`src/rtl/mem_cmd_pkg.sv`:
```
// Shared types and default widths for the strided-burst request generator.
package mem_cmd_pkg;

    localparam int ADDR_W   = 64;
    localparam int STRIDE_W = 32;
    localparam int CNT_W    = 16;

    typedef enum logic [1:0] {
        IDLE  = 2'd0,
        ISSUE = 2'd1,
        DONE  = 2'd2
    } state_e;

endpackage

```
`src/rtl/mem_cmd_gen_addr.sv`:
```
// Request address accumulator: loads the burst base, advances by the
// zero-extended stride on each handshake, holds otherwise.
module mem_req_addr_gen #(
    parameter int ADDR_W   = 64,
    parameter int STRIDE_W = 32
) (
    input  logic                clk,
    input  logic                reset,
    input  logic                load,
    input  logic                step,
    input  logic [ADDR_W-1:0]   base,
    input  logic [STRIDE_W-1:0] stride,
    output logic [ADDR_W-1:0]   addr
);

    logic [ADDR_W-1:0] addr_q, addr_d;

    // Wraps modulo 2^ADDR_W by plain truncation.
    always_comb begin
        addr_d = addr_q;
        if (load)
            addr_d = base;
        else if (step)
            addr_d = addr_q + ADDR_W'(stride);
    end

    always_ff @(posedge clk) begin
        if (reset)
            addr_q <= '0;
        else
            addr_q <= addr_d;
    end

    assign addr = addr_q;

endmodule

```
`src/rtl/mem_cmd_gen.sv`:
```
// Expands one strided-burst command into count single requests on a
// valid/ready port feeding the DRAM controller top.
module mem_cmd_gen
    import mem_cmd_pkg::*;
#(
    parameter int ADDR_W   = mem_cmd_pkg::ADDR_W,
    parameter int STRIDE_W = mem_cmd_pkg::STRIDE_W,
    parameter int CNT_W    = mem_cmd_pkg::CNT_W
) (
    input  logic                clk,
    input  logic                reset,
    input  logic                cmd_val,
    output logic                cmd_rdy,
    input  logic                cmd_is_wr,
    input  logic [ADDR_W-1:0]   cmd_base,
    input  logic [STRIDE_W-1:0] cmd_stride,
    input  logic [CNT_W-1:0]    cmd_count,
    input  logic                abort,
    output logic                req_val,
    input  logic                req_rdy,
    output logic                req_is_wr,
    output logic [ADDR_W-1:0]   req_addr,
    output logic                busy,
    output logic                done,
    output logic [CNT_W-1:0]    issued_cnt
);

    state_e              state_q, state_d;
    logic                is_wr_q, is_wr_d;
    logic [STRIDE_W-1:0] stride_q, stride_d;
    logic [CNT_W-1:0]    count_q, count_d;
    logic [CNT_W-1:0]    issued_q, issued_d;
    logic                req_val_q, req_val_d;
    logic                busy_q, busy_d;
    logic                done_q, done_d;
    logic                load, step, hs;
    logic [CNT_W-1:0]    issued_inc;

    assign hs         = req_val_q & req_rdy;
    assign issued_inc = issued_q + CNT_W'(1);

    always_comb begin
        state_d  = state_q;
        is_wr_d  = is_wr_q;
        stride_d = stride_q;
        count_d  = count_q;
        issued_d = issued_q;
        load     = 1'b0;
        step     = 1'b0;
        case (state_q)
            IDLE: begin
                if (cmd_val) begin
                    load     = 1'b1;
                    is_wr_d  = cmd_is_wr;
                    stride_d = cmd_stride;
                    count_d  = cmd_count;
                    issued_d = '0;
                    state_d  = (cmd_count != '0) ? ISSUE : DONE;
                end
            end
            ISSUE: begin
                if (hs) begin
                    step     = 1'b1;
                    issued_d = issued_inc;
                end
                // Abort wins over completion: the last transfer still counts, but no done.
                if (abort)
                    state_d = IDLE;
                else if (hs && (issued_inc == count_q))
                    state_d = DONE;
            end
            DONE:    state_d = IDLE;
            default: state_d = IDLE;
        endcase
        req_val_d = (state_d == ISSUE);
        busy_d    = (state_d != IDLE);
        done_d    = (state_d == DONE);
    end

    always_ff @(posedge clk) begin
        if (reset) begin
            state_q   <= IDLE;
            is_wr_q   <= 1'b0;
            stride_q  <= '0;
            count_q   <= '0;
            issued_q  <= '0;
            req_val_q <= 1'b0;
            busy_q    <= 1'b0;
            done_q    <= 1'b0;
        end else begin
            state_q   <= state_d;
            is_wr_q   <= is_wr_d;
            stride_q  <= stride_d;
            count_q   <= count_d;
            issued_q  <= issued_d;
            req_val_q <= req_val_d;
            busy_q    <= busy_d;
            done_q    <= done_d;
        end
    end

    mem_req_addr_gen #(
        .ADDR_W   (ADDR_W),
        .STRIDE_W (STRIDE_W)
    ) u_addr_gen (
        .clk    (clk),
        .reset  (reset),
        .load   (load),
        .step   (step),
        .base   (cmd_base),
        .stride (stride_d),
        .addr   (req_addr)
    );

    assign cmd_rdy    = (state_q == IDLE);
    assign req_val    = req_val_q;
    assign req_is_wr  = is_wr_q;
    assign busy       = busy_q;
    assign done       = done_q;
    assign issued_cnt = issued_q;

endmodule
```
`config.mk`:
```
export PLATFORM = sky130hd
export DESIGN_NAME = mem_cmd_gen
export DESIGN_NICKNAME = d
export VERILOG_FILES = /design/src/rtl/mem_cmd_pkg.sv /design/src/rtl/mem_cmd_gen_addr.sv /design/src/rtl/mem_cmd_gen.sv
export SDC_FILE = /design/constraint.sdc
export NUM_CORES = 1
export LEC_CHECK = 0
export CAP_MARGIN = 20
export CORE_MARGIN = 1.5
export CORE_UTILIZATION = 55
export DETAILED_ROUTE_END_ITERATION = 16
export PLACE_DENSITY = 0.94
export SETUP_SLACK_MARGIN = 0.05
export SYNTH_ARGS = -nofsm -noshare
export SYNTH_HDL_FRONTEND = slang
export SYNTH_HIERARCHICAL = 1
export SYNTH_SLANG_ARGS = --single-unit
```
`constraint.sdc`:
```
create_clock -name clk -period 6.5 [get_ports clk]
set_input_delay 0.65 -clock clk [delete_from_list [all_inputs] [get_ports clk]]
set_output_delay 0.65 -clock clk [all_outputs]
set_load 0.03 [all_outputs]
```
Figure 1. Where the registers sit (run 1).
Scale bar: 50 um. Other sequential cells in the stronger gray, the rest of the logic in the fainter gray.
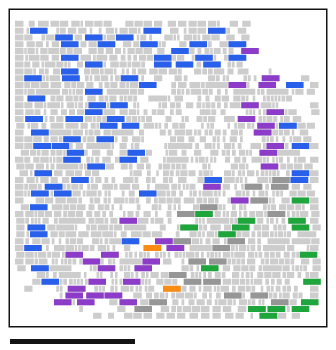
issued_cnt: in green, placed flops 16, where bottom right. u_addr_gen/addr: in blue, placed flops 64. state_q: in orange, placed flops 2. stride_q: in purple, placed flops 32, where spread over the die.

Figure 2. Signal wires on met4 (run 1).
Scale bar: 50 um.
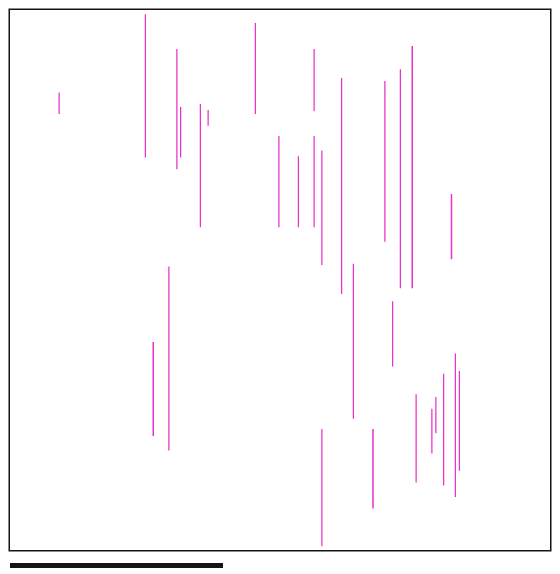
The longest straight run is 56.4 um. 28 nets have wire on it. The layer holds 2.7% of the routed length. The layer carries 722 um of wire.

==> out/summary.json, run 1 <==
{
  "setup_path": {
    "worst_path_largest_cell_delay_ns": 0.61,
    "critical_path.cell_chain": "clkdlybuf4s50_1, nand2b_1, or2_2, buf_4, inv_2, nand2_1, nand2_1, ha_1, fa_1, a21o_1, a311o_1, a211oi_2, o2bb2ai_1, a31oi_4, nor4_1, xnor2_1, a211oi_1",
    "crit_path_kind": "input port to flip-flop",
    "critical_path.slowest_cell": "a31oi_4",
    "crit_path_start_kind": "input port",
    "largest_delay_share_family_worst_path": "AND-OR/OR-AND gates",
    "r2r_setup_slk_ns": 1.49,
    "worstSetupEndpoint": "u_addr_gen/addr[54]",
    "worst_setup_path_end_kind": "flip-flop",
    "worst_r2r_path_depth": 16
  },
  "clock_network": {
    "postCtsSetupRepairBufs": 0,
    "insertion_delay_ns": 0.43,
    "cts_sinks": 134
  },
  "route": {
    "detail_route.iter0.violations": 873,
    "routedWlPerCell_um": 18.3,
    "route.vias.total": 8862,
    "ant_nets": 0
  },
  "synthesis": {
    "yosysMostFrequentCell": "nand2_1",
    "top_cells_by_count": "nand2_1 (186), dfxtp_1 (134), a21oi_1 (132)",
    "enable_flop_cells": 0,
    "ys_area_sq_mm": 0.00840,
    "postSynth.asyncResetShare_pct": 0,
    "synth.top_cells.by_area": "dfxtp_1 (32%), nand2_1 (8.3%), a21oi_1 (7.9%), xnor2_1 (6.7%), ha_1 (4.9%)",
    "post_synth_inst_count": 1086,
    "yosys.area_share.xor_xnor_pct": 8.03,
    "post_synth_instance_area_sq_mm": 0.00840,
    "mux_area_share_pct": 1.67,
    "compound_area_share_pct": 24.5,
    "yosys.area_share.simple_pct": 24.4,
    "synth.net_count": 1238
  },
  "global_routing": {
    "first_global_vias": 8448,
    "grt_overflow": 0,
    "track_usage_pct": 32.6
  },
  "cells_and_area": {
    "areaGrowthSynthToFinish_pct": 30.9,
    "share_of_post_route_cells_with_drive_strength_above_1_pct": 6.25,
    "antenna_cells": 0
  },
  "min_path": {
    "whs_path_depth": 2
  },
  "timing": {
    "setup_viol_count_final": 0,
    "rsz0062_at_grt": "no",
    "timing_hold_violations_final": 0,
    "fin_hold_ws_ns": 0.465,
    "max_freq_mhz": 192,
    "layout_min_cycle_time_ns": 5.22
  },
  "place": {
    "gp_congestion": 0.950,
    "placement.io_buffers": 202,
    "dp_hpwl_mm": 18.8
  },
  "flow_run": {
    "maxCapViolCount": 0,
    "log.warning_count": 26
  },
  "die": {
    "ioPinCount": 203,
    "die_height_um": 127,
    "die_area_sq_mm": 0.0160
  },
  "status": {
    "run_status": "finished clean"
  },
  "power_and_ir_drop": {
    "static-leakage-power_nw": 4.15
  }
}
Figure 3. Routing congestion map (run 1).
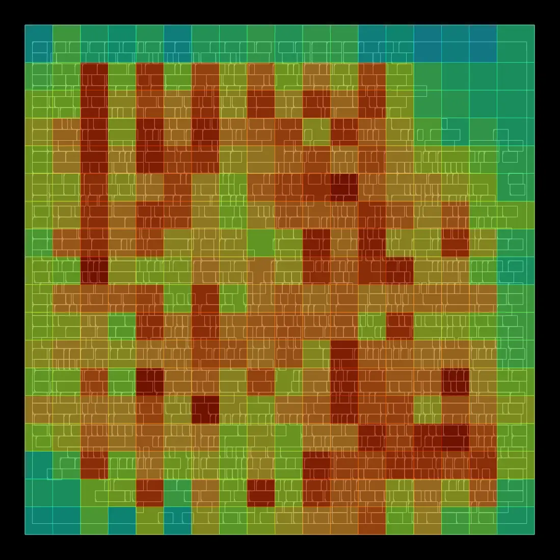
global routing usage on met3: 7.00%
Most Crowded Layer GR: met2

-- run 1: through the flow --
stage | setup WS, ns | total power [W] | util [%] | area, sq um | instances
after CTS | 1.43 | 0.00247 | 74.8 | 11000 | 1447
after floorplan | 2.30 | 0.00132 | - | 8400 | 1086
after global routing | 0.997 | 0.00257 | 74.8 | 11000 | 1447
after global placement | 1.18 | 0.00154 | 71.0 | 10400 | 1416
final | 1.28 | 0.00247 | 74.8 | 11000 | 1447
after detailed placement | 1.01 | 0.00155 | 71.0 | 10400 | 1416
-- run 1: sequential cells by signal (all words and copies together) (netlist names) --
signal,count
u_addr_gen/addr,64
stride_q,32
state_q,2
issued_cnt,16
busy,1
done,1
req_is_wr,1
req_val,1
count_q,16
-- run 1: cell type report --
type	count	area [sq um]
fillers	1067	3700
multi-input cells	863	5350
well taps	184	230
flip-flops and latches	134	2680
clock inverters	12	106
repair buffers	210	2080
clock buffers	19	453
inverters	25	93.8
-- run 1: per-layer routing --
| layer | routed length [um] | vias up |
|---|---|---|
| li1 | - | 4212 |
| met1 | 11000 | 4130 |
| met2 | 12600 | 459 |
| met3 | 2130 | 61 |
| met4 | 722 | 0 |
| met5 | 0 | - |
-- run 1: how the worst min path moves through the flow --
stage / start / endpoint / slack [ns]
after detailed placement: req_is_wr / req_is_wr / 0.45
after floorplan: stride_q[0] / stride_q[0] / 0.44
after global routing: stride_q[12] / stride_q[12] / 0.48
after CTS: req_is_wr / req_is_wr / 0.46
after global placement: stride_q[15] / stride_q[15] / 0.45
final: stride_q[17] / stride_q[17] / 0.47
-- run 1: where the power goes --
group	internal, W	switching [W]
clock	0.000542	0.000380
combinational	0.000267	0.000361
sequential	0.000876	0.0000496
--- run 2 (diff from run 1) ---
--- a/config.mk
+++ b/config.mk
@@ -7,9 +7,9 @@
 export LEC_CHECK = 0
 export CAP_MARGIN = 20
 export CORE_MARGIN = 1.5
-export CORE_UTILIZATION = 55
+export CORE_UTILIZATION = 51
 export DETAILED_ROUTE_END_ITERATION = 16
-export PLACE_DENSITY = 0.94
+export PLACE_DENSITY = 0.89
 export SETUP_SLACK_MARGIN = 0.05
 export SYNTH_ARGS = -nofsm -noshare
 export SYNTH_HDL_FRONTEND = slang
==> constraint.sdc (replaced) <==
create_clock -name clk -period 5.43 [get_ports clk]
set_input_delay 0.543 -clock clk [delete_from_list [all_inputs] [get_ports clk]]
set_output_delay 0.543 -clock clk [all_outputs]
set_load 0.03 [all_outputs]
Figure 4. Routing congestion map (run 2).
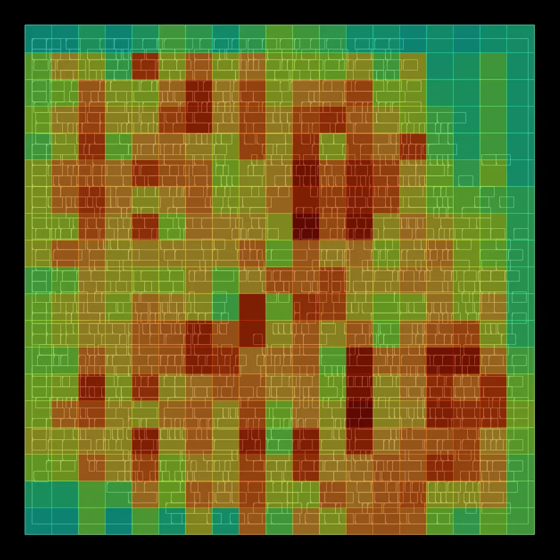
GR Util met2: 49.5%
routed wirelength normalized by instance count: 17.7 um
total global routing track utilization: 29.7%
final cell utilization of the core: 69.5%
global routing usage on met3: 6.56%

==> run 2 against run 1 <==
Wire length fell by 1.2%. Largest power group is now clock. Highest routed layer unchanged. Cell count increased by 2.3%. Die area grew 7.7%.
==> out/summary.json, run 2 <==
{
  "synthesis": {
    "enable_flop_cells": {"value": 0, "change": "unchanged"},
    "synth.net_count": {"value": 1238, "change": "unchanged"},
    "post_synth_inst_count": {"value": 1086, "change": "unchanged"},
    "top_cells_by_count": "nand2_1 (186), dfxtp_1 (134), a21oi_1 (132)",
    "post_synth_instance_area": {"value": 0.00840, "unit": "sq mm", "change": "unchanged"},
    "postSynth.asyncResetShare": {"value": 0, "unit": "%", "change": "unchanged"},
    "ys_area": {"value": 0.00840, "unit": "sq mm", "change": "unchanged"},
    "synth.top_cells.by_area": "dfxtp_1 (32%), nand2_1 (8.3%), a21oi_1 (7.9%), xnor2_1 (6.7%), ha_1 (4.9%)"
  },
  "route": {
    "ant_nets": {"value": 0, "change": "unchanged"}
  },
  "timing": {
    "setup_viol_count_final": {"value": 0, "change": "unchanged"},
    "fin_hold_ws": {"value": 0.460, "unit": "ns", "change": "-0.00506 ns"},
    "timing_hold_violations_final": {"value": 0, "change": "unchanged"},
    "layout_min_cycle_time_ns": 4.75
  },
  "die": {
    "die_area": {"value": 0.0173, "unit": "sq mm", "change": "+7.7%"},
    "ioPinCount": {"value": 203, "change": "unchanged"},
    "design.core.area_sq_mm": 0.0160,
    "placement_rows": 46
  },
  "power_and_ir_drop": {
    "static-leakage-power": {"value": 4.20, "unit": "nW", "change": "+1.2%"}
  },
  "setup_path": {
    "crit_path_start_kind": "input port",
    "largest_delay_share_family_worst_path": "AND-OR/OR-AND gates",
    "worst_setup_path_end_kind": "flip-flop",
    "worst_path_largest_cell_delay": {"value": 0.61, "unit": "ns", "change": "about the same"},
    "crit_path_kind": "input port to flip-flop",
    "critical_path.cell_chain": "clkdlybuf4s50_1, nand2b_1, or2_2, clkinv_2, nand2_1, nand2_1, ha_1, fa_1, a21o_1, a311o_1, a211oi_2, buf_4, o2bb2ai_1, a31oi_4, nor3_1, xnor2_1, a211oi_1"
  },
  "cells_and_area": {
    "share_of_post_route_cells_with_drive_strength_above_1": {"value": 6.40, "unit": "%", "change": "+0.15 points"},
    "antenna_cells": {"value": 0, "change": "unchanged"},
    "stdcell_count": {"value": 1481, "change": "+2.3%"},
    "largest_register_ffs": {"value": 64, "change": "unchanged"},
    "areaGrowthSynthToFinish_pct": 32.3
  },
  "clock_network": {
    "postCtsSetupRepairBufs": {"value": 0, "change": "unchanged"},
    "insertion_delay": {"value": 0.44, "unit": "ns", "change": "about the same"}
  },
  "status": {
    "run_status": "finished clean"
  },
  "flow_run": {
    "log.warning_count": {"value": 26, "change": "unchanged"},
    "maxCapViolCount": {"value": 0, "change": "unchanged"}
  },
  "place": {
    "dp.cells": {"value": 1449, "change": "+2.3%"},
    "placement.io_buffers": {"value": 202, "change": "unchanged"}
  },
  "global_routing": {
    "first_global_vias": {"value": 8368, "change": "-0.95%"},
    "grt_overflow": {"value": 0, "change": "unchanged"}
  }
}
Figure 5. Signal wires on met4 (run 2).
Scale bar: 50 um.
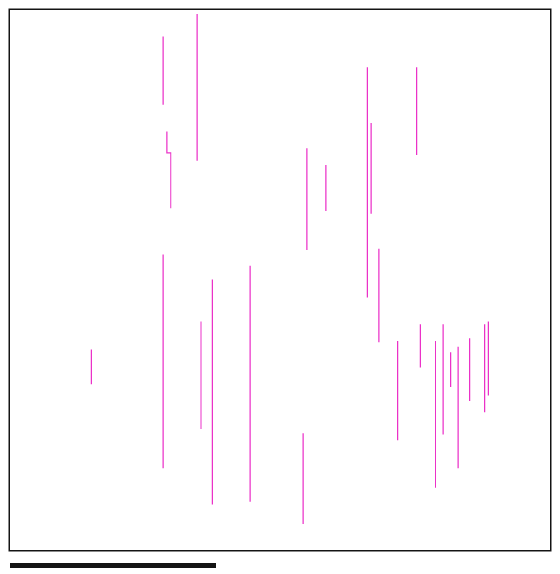
via count: 8,749
routed wire length: 26.2 mm

-- run 2: layout make-up --
class	instances	area (sq um)
clock inverter	14	180
clock buffer	18	439
sequential	134	2680
inverter	25	95.1
timing repair buffer	211	2100
multi-input combinational	863	5350
tap	216	270
fill	1332	4880
-- run 2: kinds of logic after synthesis --
| kind of cell | after synthesis | synth area share [%] |
|---|---|---|
| AND-OR/OR-AND | 307 | 24.5 |
| XOR/XNOR | 77 | 8.03 |
| adder cells (fa/ha/maj) | 34 | 5.15 |
| buffers and inverters | 89 | 4.39 |
| flip-flops | 134 | 31.9 |
| multiplexers | 14 | 1.67 |
| AND/OR/NAND/NOR | 431 | 24.4 |
-- run 2: routing by layer --
metal	up-vias	global-route usage, %	share of wire, %
met1	4080	37.7	43
met3	57	6.56	7.7
met4	0	10.7	2.4
met2	400	49.5	47
met5	-	0	0
li1	4212	-	-
-- run 2: path summary, 6_finish.rpt --
check | cells after the start | to | slack [ns] | startpoint
worst max-delay path | 17 | u_addr_gen/addr[44] | 0.68 | cmd_val
worst min-delay path | 2 | stride_q[5] | 0.46 | stride_q[5]
worst max register to register | 16 | u_addr_gen/addr[44] | 0.77 | state_q[0]
worst min register to register | 2 | stride_q[5] | 0.46 | stride_q[5]
-- run 2: stage by stage --
stage	setup WS, ns	area, sq um	total power (W)
after floorplan	1.34	8400	0.00158
after global placement	0.475	10500	0.00186
after detailed placement	0.303	10500	0.00186
after CTS	0.709	11100	0.00308
after global routing	0.411	11100	0.00321
final	0.677	11100	0.00309
-- run 2: report_power, final --
part | switching (W) | internal (W)
sequential | 0.0000598 | 0.00105
clock | 0.000448 | 0.000776
combinational | 0.000432 | 0.000321
Power figures rest on the tool's default switching activity, not on a simulated workload.
